<file path="config.mk">
export PLATFORM = sky130hd
export DESIGN_NAME = cam_cfg_sequencer
export DESIGN_NICKNAME = d
export VERILOG_FILES = /design/src/rtl/cam_cfg_sequencer.sv
export SDC_FILE = /design/constraint.sdc
export NUM_CORES = 1
export LEC_CHECK = 0
export CORE_MARGIN = 5
export CORE_UTILIZATION = 40
export DETAILED_ROUTE_END_ITERATION = 8
export DONT_BUFFER_PORTS = 1
export PLACE_DENSITY_LB_ADDON = 0.25
export SETUP_SLACK_MARGIN = 0.2
export SLEW_MARGIN = 20
export SYNTH_ARGS = -nofsm -noshare
export SYNTH_HDL_FRONTEND = slang
export SYNTH_SLANG_ARGS = --single-unit
</file>
<file path="constraint.sdc">
create_clock -name clk -period 5.6 [get_ports clk]
set_clock_uncertainty 0.05 [all_clocks]
set_input_delay 1.12 -clock clk [delete_from_list [all_inputs] [get_ports clk]]
set_output_delay 1.12 -clock clk [all_outputs]
set_load 0.005 [all_outputs]
</file>
<file path="src/rtl/cam_cfg_sequencer.sv">
// Camera bring-up sequencer: power/reset pin sequencing, ROM-driven register
// configuration through an SCCB write master, then runtime register writes.
module cam_cfg_sequencer #(
   parameter int RST_CYCLES     = 1000,
   parameter int PWRUP_CYCLES   = 100000,
   parameter int MS_CYCLES      = 100000,
   parameter int TIMEOUT_CYCLES = 1000000
) (
   input  logic        clk,
   input  logic        reset,
   input  logic        start,
   output logic [7:0]  rom_addr,
   input  logic [15:0] rom_data,
   input  logic        user_req,
   input  logic [7:0]  user_addr,
   input  logic [7:0]  user_data,
   output logic        user_ack,
   output logic        mst_start,
   output logic [7:0]  mst_reg_addr,
   output logic [7:0]  mst_reg_data,
   input  logic        mst_busy,
   input  logic        mst_done,
   output logic        cam_rst_n,
   output logic        cam_pwdn,
   output logic        cfg_done,
   output logic        err,
   output logic [7:0]  wr_count
);
   typedef enum logic [3:0] {
      IDLE    = 4'd0,
      CAM_RST = 4'd1,
      PWRUP   = 4'd2,
      FETCH   = 4'd3,
      DECODE  = 4'd4,
      ISSUE   = 4'd5,
      WAIT    = 4'd6,
      DELAY   = 4'd7,
      READY   = 4'd8,
      U_ISSUE = 4'd9,
      U_WAIT  = 4'd10
   } state_t;

   localparam logic [31:0] RST_LAST   = 32'(RST_CYCLES - 1);
   localparam logic [31:0] PWRUP_LAST = 32'(PWRUP_CYCLES - 1);
   localparam logic [31:0] TO_LAST    = 32'(TIMEOUT_CYCLES - 1);
   localparam logic [31:0] MS_LEN     = 32'(MS_CYCLES);
   // FETCH/DECODE/ISSUE after a delay already cost cycles; end the delay early by that much.
   localparam logic [31:0] DELAY_TRIM = 32'd4;

   state_t      state_r, state_s;
   logic [7:0]  rom_addr_r, rom_addr_s;
   logic [15:0] rom_word_r, rom_word_s;
   logic [7:0]  user_addr_r, user_addr_s;
   logic [7:0]  user_data_r, user_data_s;
   logic        mst_start_r, mst_start_s;
   logic [7:0]  mst_reg_addr_r, mst_reg_addr_s;
   logic [7:0]  mst_reg_data_r, mst_reg_data_s;
   logic        user_ack_r, user_ack_s;
   logic        cam_rst_n_r, cam_rst_n_s;
   logic        cam_pwdn_r, cam_pwdn_s;
   logic        cfg_done_r, cfg_done_s;
   logic        err_r, err_s;
   logic [7:0]  wr_count_r, wr_count_s;
   logic [31:0] timer_r, timer_s;
   logic        last_entry_s;

   assign last_entry_s = (rom_addr_r == 8'hFF);

   // Next-state and next-output logic for the sequencer.
   always_comb begin
      state_s        = state_r;
      rom_addr_s     = rom_addr_r;
      rom_word_s     = rom_word_r;
      user_addr_s    = user_addr_r;
      user_data_s    = user_data_r;
      mst_start_s    = 1'b0;
      mst_reg_addr_s = mst_reg_addr_r;
      mst_reg_data_s = mst_reg_data_r;
      user_ack_s     = 1'b0;
      cam_rst_n_s    = cam_rst_n_r;
      cam_pwdn_s     = cam_pwdn_r;
      cfg_done_s     = cfg_done_r;
      err_s          = err_r;
      wr_count_s     = wr_count_r;
      timer_s        = timer_r;
      case (state_r)
         IDLE: begin
            cam_pwdn_s  = 1'b1;
            cam_rst_n_s = 1'b1;
            if (start) begin
               state_s     = CAM_RST;
               rom_addr_s  = 8'd0;
               wr_count_s  = 8'd0;
               cfg_done_s  = 1'b0;
               cam_pwdn_s  = 1'b0;
               cam_rst_n_s = 1'b0;
               timer_s     = 32'd0;
            end else begin
               state_s = IDLE;
            end
         end
         CAM_RST: begin
            if (timer_r == RST_LAST) begin
               state_s     = PWRUP;
               cam_rst_n_s = 1'b1;
               timer_s     = 32'd0;
            end else begin
               timer_s = timer_r + 32'd1;
            end
         end
         PWRUP: begin
            if (timer_r == PWRUP_LAST) begin
               state_s = FETCH;
               timer_s = 32'd0;
            end else begin
               timer_s = timer_r + 32'd1;
            end
         end
         FETCH: begin
            state_s = DECODE;
         end
         DECODE: begin
            if (rom_data == 16'hFFFF) begin
               state_s    = READY;
               cfg_done_s = 1'b1;
            end else if (rom_data[15:8] == 8'hF0) begin
               state_s = DELAY;
               timer_s = {24'd0, rom_data[7:0]} * MS_LEN;
            end else begin
               state_s    = ISSUE;
               rom_word_s = rom_data;
            end
         end
         ISSUE: begin
            if (!mst_busy) begin
               state_s        = WAIT;
               mst_start_s    = 1'b1;
               mst_reg_addr_s = rom_word_r[15:8];
               mst_reg_data_s = rom_word_r[7:0];
               wr_count_s     = (wr_count_r == 8'hFF) ? 8'hFF : wr_count_r + 8'd1;
               timer_s        = 32'd0;
            end else begin
               state_s = ISSUE;
            end
         end
         WAIT: begin
            if (mst_done || (timer_r == TO_LAST)) begin
               err_s      = err_r | ~mst_done;
               state_s    = last_entry_s ? READY : FETCH;
               cfg_done_s = last_entry_s;
               rom_addr_s = last_entry_s ? rom_addr_r : rom_addr_r + 8'd1;
            end else begin
               timer_s = timer_r + 32'd1;
            end
         end
         DELAY: begin
            if (timer_r <= DELAY_TRIM) begin
               state_s    = last_entry_s ? READY : FETCH;
               cfg_done_s = last_entry_s;
               rom_addr_s = last_entry_s ? rom_addr_r : rom_addr_r + 8'd1;
            end else begin
               timer_s = timer_r - 32'd1;
            end
         end
         READY: begin
            // The ack cycle masks user_req so a level request is not re-served before it drops.
            if (start) begin
               state_s     = CAM_RST;
               rom_addr_s  = 8'd0;
               wr_count_s  = 8'd0;
               cfg_done_s  = 1'b0;
               cam_pwdn_s  = 1'b0;
               cam_rst_n_s = 1'b0;
               timer_s     = 32'd0;
            end else if (user_req && !user_ack_r) begin
               state_s     = U_ISSUE;
               user_addr_s = user_addr;
               user_data_s = user_data;
            end else begin
               state_s = READY;
            end
         end
         U_ISSUE: begin
            if (!mst_busy) begin
               state_s        = U_WAIT;
               mst_start_s    = 1'b1;
               mst_reg_addr_s = user_addr_r;
               mst_reg_data_s = user_data_r;
               timer_s        = 32'd0;
            end else begin
               state_s = U_ISSUE;
            end
         end
         U_WAIT: begin
            if (mst_done || (timer_r == TO_LAST)) begin
               err_s      = err_r | ~mst_done;
               state_s    = READY;
               user_ack_s = 1'b1;
            end else begin
               timer_s = timer_r + 32'd1;
            end
         end
         default: begin
            state_s = IDLE;
         end
      endcase
   end

   // State and output registers; reset returns every output to its idle value.
   always_ff @(posedge clk) begin
      if (reset) begin
         state_r        <= IDLE;
         rom_addr_r     <= 8'd0;
         rom_word_r     <= 16'd0;
         user_addr_r    <= 8'd0;
         user_data_r    <= 8'd0;
         mst_start_r    <= 1'b0;
         mst_reg_addr_r <= 8'd0;
         mst_reg_data_r <= 8'd0;
         user_ack_r     <= 1'b0;
         cam_rst_n_r    <= 1'b1;
         cam_pwdn_r     <= 1'b1;
         cfg_done_r     <= 1'b0;
         err_r          <= 1'b0;
         wr_count_r     <= 8'd0;
         timer_r        <= 32'd0;
      end else begin
         state_r        <= state_s;
         rom_addr_r     <= rom_addr_s;
         rom_word_r     <= rom_word_s;
         user_addr_r    <= user_addr_s;
         user_data_r    <= user_data_s;
         mst_start_r    <= mst_start_s;
         mst_reg_addr_r <= mst_reg_addr_s;
         mst_reg_data_r <= mst_reg_data_s;
         user_ack_r     <= user_ack_s;
         cam_rst_n_r    <= cam_rst_n_s;
         cam_pwdn_r     <= cam_pwdn_s;
         cfg_done_r     <= cfg_done_s;
         err_r          <= err_s;
         wr_count_r     <= wr_count_s;
         timer_r        <= timer_s;
      end
   end

   assign rom_addr     = rom_addr_r;
   assign mst_start    = mst_start_r;
   assign mst_reg_addr = mst_reg_addr_r;
   assign mst_reg_data = mst_reg_data_r;
   assign user_ack     = user_ack_r;
   assign cam_rst_n    = cam_rst_n_r;
   assign cam_pwdn     = cam_pwdn_r;
   assign cfg_done     = cfg_done_r;
   assign err          = err_r;
   assign wr_count     = wr_count_r;
endmodule

</file>
**Supply network**

Bar = 50 µm. Pins as bars on the die edge. Tap cells in grey.
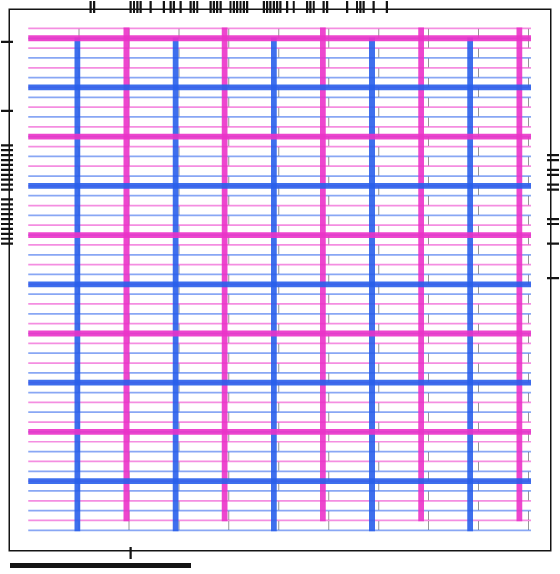
Magenta is VDD. Blue is VSS.
76 signal pins sit on the boundary. 265 tap cells. The core has 51 rows.

**Wire density map**

The die is cut into 30 by 30 equal tiles; dark blue is low, red is high, scaled to the fullest tile. Values are wire area over tile area, all layers added.
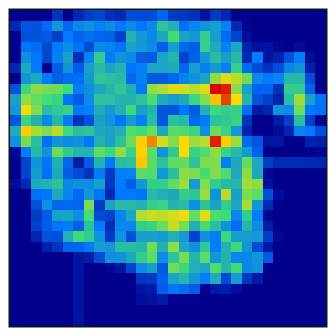
12% of the tiles are over half the peak. The fullest tile reaches 0.67. The mean over all tiles is 0.16. The densest ninth of the die: middle.

**Cell classes on the final placement**

Fill, decap, tap and diode cells in grey.
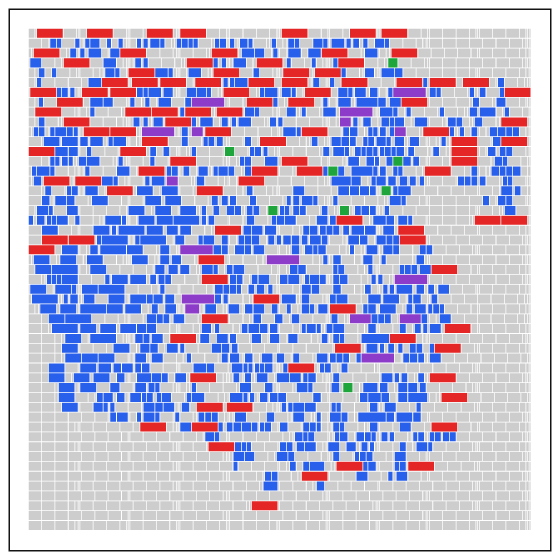
Purple is clock drivers and dummy loads, cells 16. Red is flops, cells 106. Green is other buffers and delay cells, cells 8. Blue is combinational and other logic, cells 818.

==> results.yml <==
# implementation run metrics
flow_run:
  warnings: 30
min_path:
  holdPathStages: 2
  hold_class: "reg2reg"
critical_path:
  cp_num_buf_inv: 2
  cp_data_required_time_ps: 5820
  crit_path_frequent_cell: "ha_1"
  critical-path-top-delay-family: "adder cells"
  worstSetupStartpointType: "primary input"
  crit_fanout: 6
  crit_type: "in2reg"
  path_cells: "inv_1 -> ha_1 -> inv_1 -> ha_1 -> fa_1 -> fa_1 -> ha_1 -> a21o_1 -> a311o_1 -> a221oi_1 -> a21oi_1 -> xor2_1 -> nand2_1 -> a311oi_1"
routing:
  wl_per_cell_um: 18.5
  routed_wl_um: 22400
  drt_iter0_markers: 579
  antenna_left: 0
  drc: 0
final_timing:
  layout_worst_path_cycle_share: 0.812
  fin_crit_ps: 4550
  timing.fmax_mhz: 220
  setup_violations: 0
  hold-worst-slack_ps: 404
  slew_viol_final: 0
  slew_headroom: 0.312
  hold_violations: 0
yosys:
  yosys_register_bits: 106
  yosys_area_mm2: 0.00776
  most_common_cell: "dfxtp_1"
  synth_top_area_share: 0.274
  ys_types: 71
  syn_area_mm2: 0.00776
  yosys_warnings: 0
  top_cells_by_count: "106 x dfxtp_1, 101 x nor2_1, 100 x a21oi_1"
  fp_nets: 1098
status:
  outcome: "finished, final reports clean"
clock_tree:
  cts-buffers-inserted: 9
  post_cts_buffers: 0
  path_clk_slew_ps: 80
  cts_sinks: 106
  worstSkewPairLatency_ps: 370
  hold_buffers: 0
  ctsResizeCount: 0
  cts_buffer_depth: 2
grt:
  grt.overflow.total: 0
  use_met3: 0.0447
  use_met1: 0.284
  grt_pass1_vias: 6871
  grt_start_max_net_pins: 95
power:
  p_int_w: 0.00186
  p_comb_frac: 0.529
  power.total_w: 0.00350
  p_sw_frac: 0.469
  p_sw_w: 0.00164
  leakage_nw: 2.95
floorplan:
  ios: 76
  die_w_um: 149
  fp-utilization: 0.402
layout:
  area_growth_syn_to_layout_pct: 6.00
  drive_gt1_frac: 0.0496
  fin_nets: 1051
  layout_top_cell: "dfxtp_1"
placed_design:
  placed_cells: 1197
  port_buffers: 0
**Cell placement**

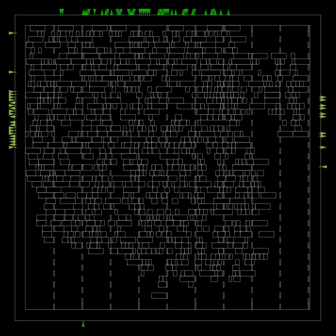
Finished Core Util: 0.427
Tap Count: 265
Core Footprint: 0.0193 mm²
flop share of the area: 0.258
row count: 51

**Wires at chosen ports, followed through buffers**

Bar = 50 µm.
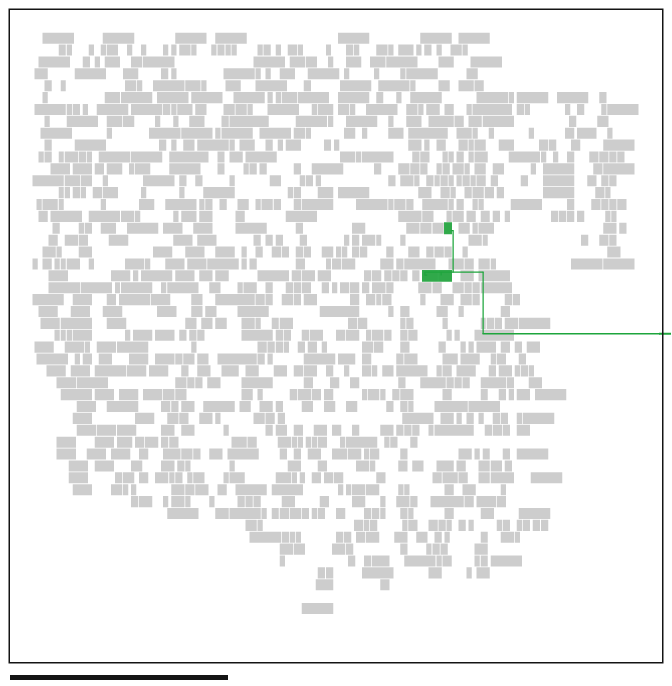
Green is mst_done, bits 1, direction input, edge right, end cells 3, buffers 0, wire 79.5 µm.

==> path summary, 6_finish.rpt <==
kind / startpoint / to / slack (ps)
max reg2reg: timer_r[23]$_SDFFE_PP0P_ / timer_r[24]$_SDFFE_PP0P_ / 1930
max: rom_data[6] / timer_r[23]$_SDFFE_PP0P_ / 1050
min reg2reg: user_addr_r[2]$_SDFFE_PP0P_ / user_addr_r[2]$_SDFFE_PP0P_ / 400
min: user_addr_r[2]$_SDFFE_PP0P_ / user_addr_r[2]$_SDFFE_PP0P_ / 400
==> flip-flops by register name, indices dropped and copies added, names as in the netlist, 4 cells and up <==
name          flops
timer_r          32
rom_word_r       16
mst_reg_addr      8
mst_reg_data      8
rom_addr          8
user_addr_r       8
user_data_r       8
wr_count          8
state_r           4
==> final cells by class <==
type,instances,area [µm²]
clock inverters,7,78.8
clock buffers,9,225
well taps,265,332
inverters,31,116
repair buffers,8,60.1
fillers,2008,11000
multi-input cells,787,5290
flip-flops and latches,106,2120
==> power groups by stage <==
stage	Combinational [W]	Sequential [W]	Clock, W
6_report	0.00185	0.000991	0.000657
2_1_floorplan	0.00149	0.000892	0
3_5_place_dp	0.00182	0.00100	0
3_3_place_gp	0.00181	0.00100	0
5_1_grt	0.00205	0.00101	0.000702
4_1_cts	0.00183	0.000988	0.000673
==> cell families (layout without fill, tap and decap cells) <==
family / count (synthesis) / in the layout / synth area share
flops: 106 / 106 / 0.274
buf+inv: 97 / 55 / 0.0495
fa+ha+maj: 71 / 71 / 0.126
mux: 31 / 31 / 0.0400
xor+xnor: 38 / 38 / 0.0429
simple gates: 360 / 360 / 0.231
compound gates: 287 / 287 / 0.237
==> metal layers <==
layer  part of all wire  wire length [µm]
met1               0.47             10500
met2               0.46             10300
met3              0.063              1410
met4              0.012               262
met5                  0                 0
No activity file was given, so power comes from the tool's default toggle rates.
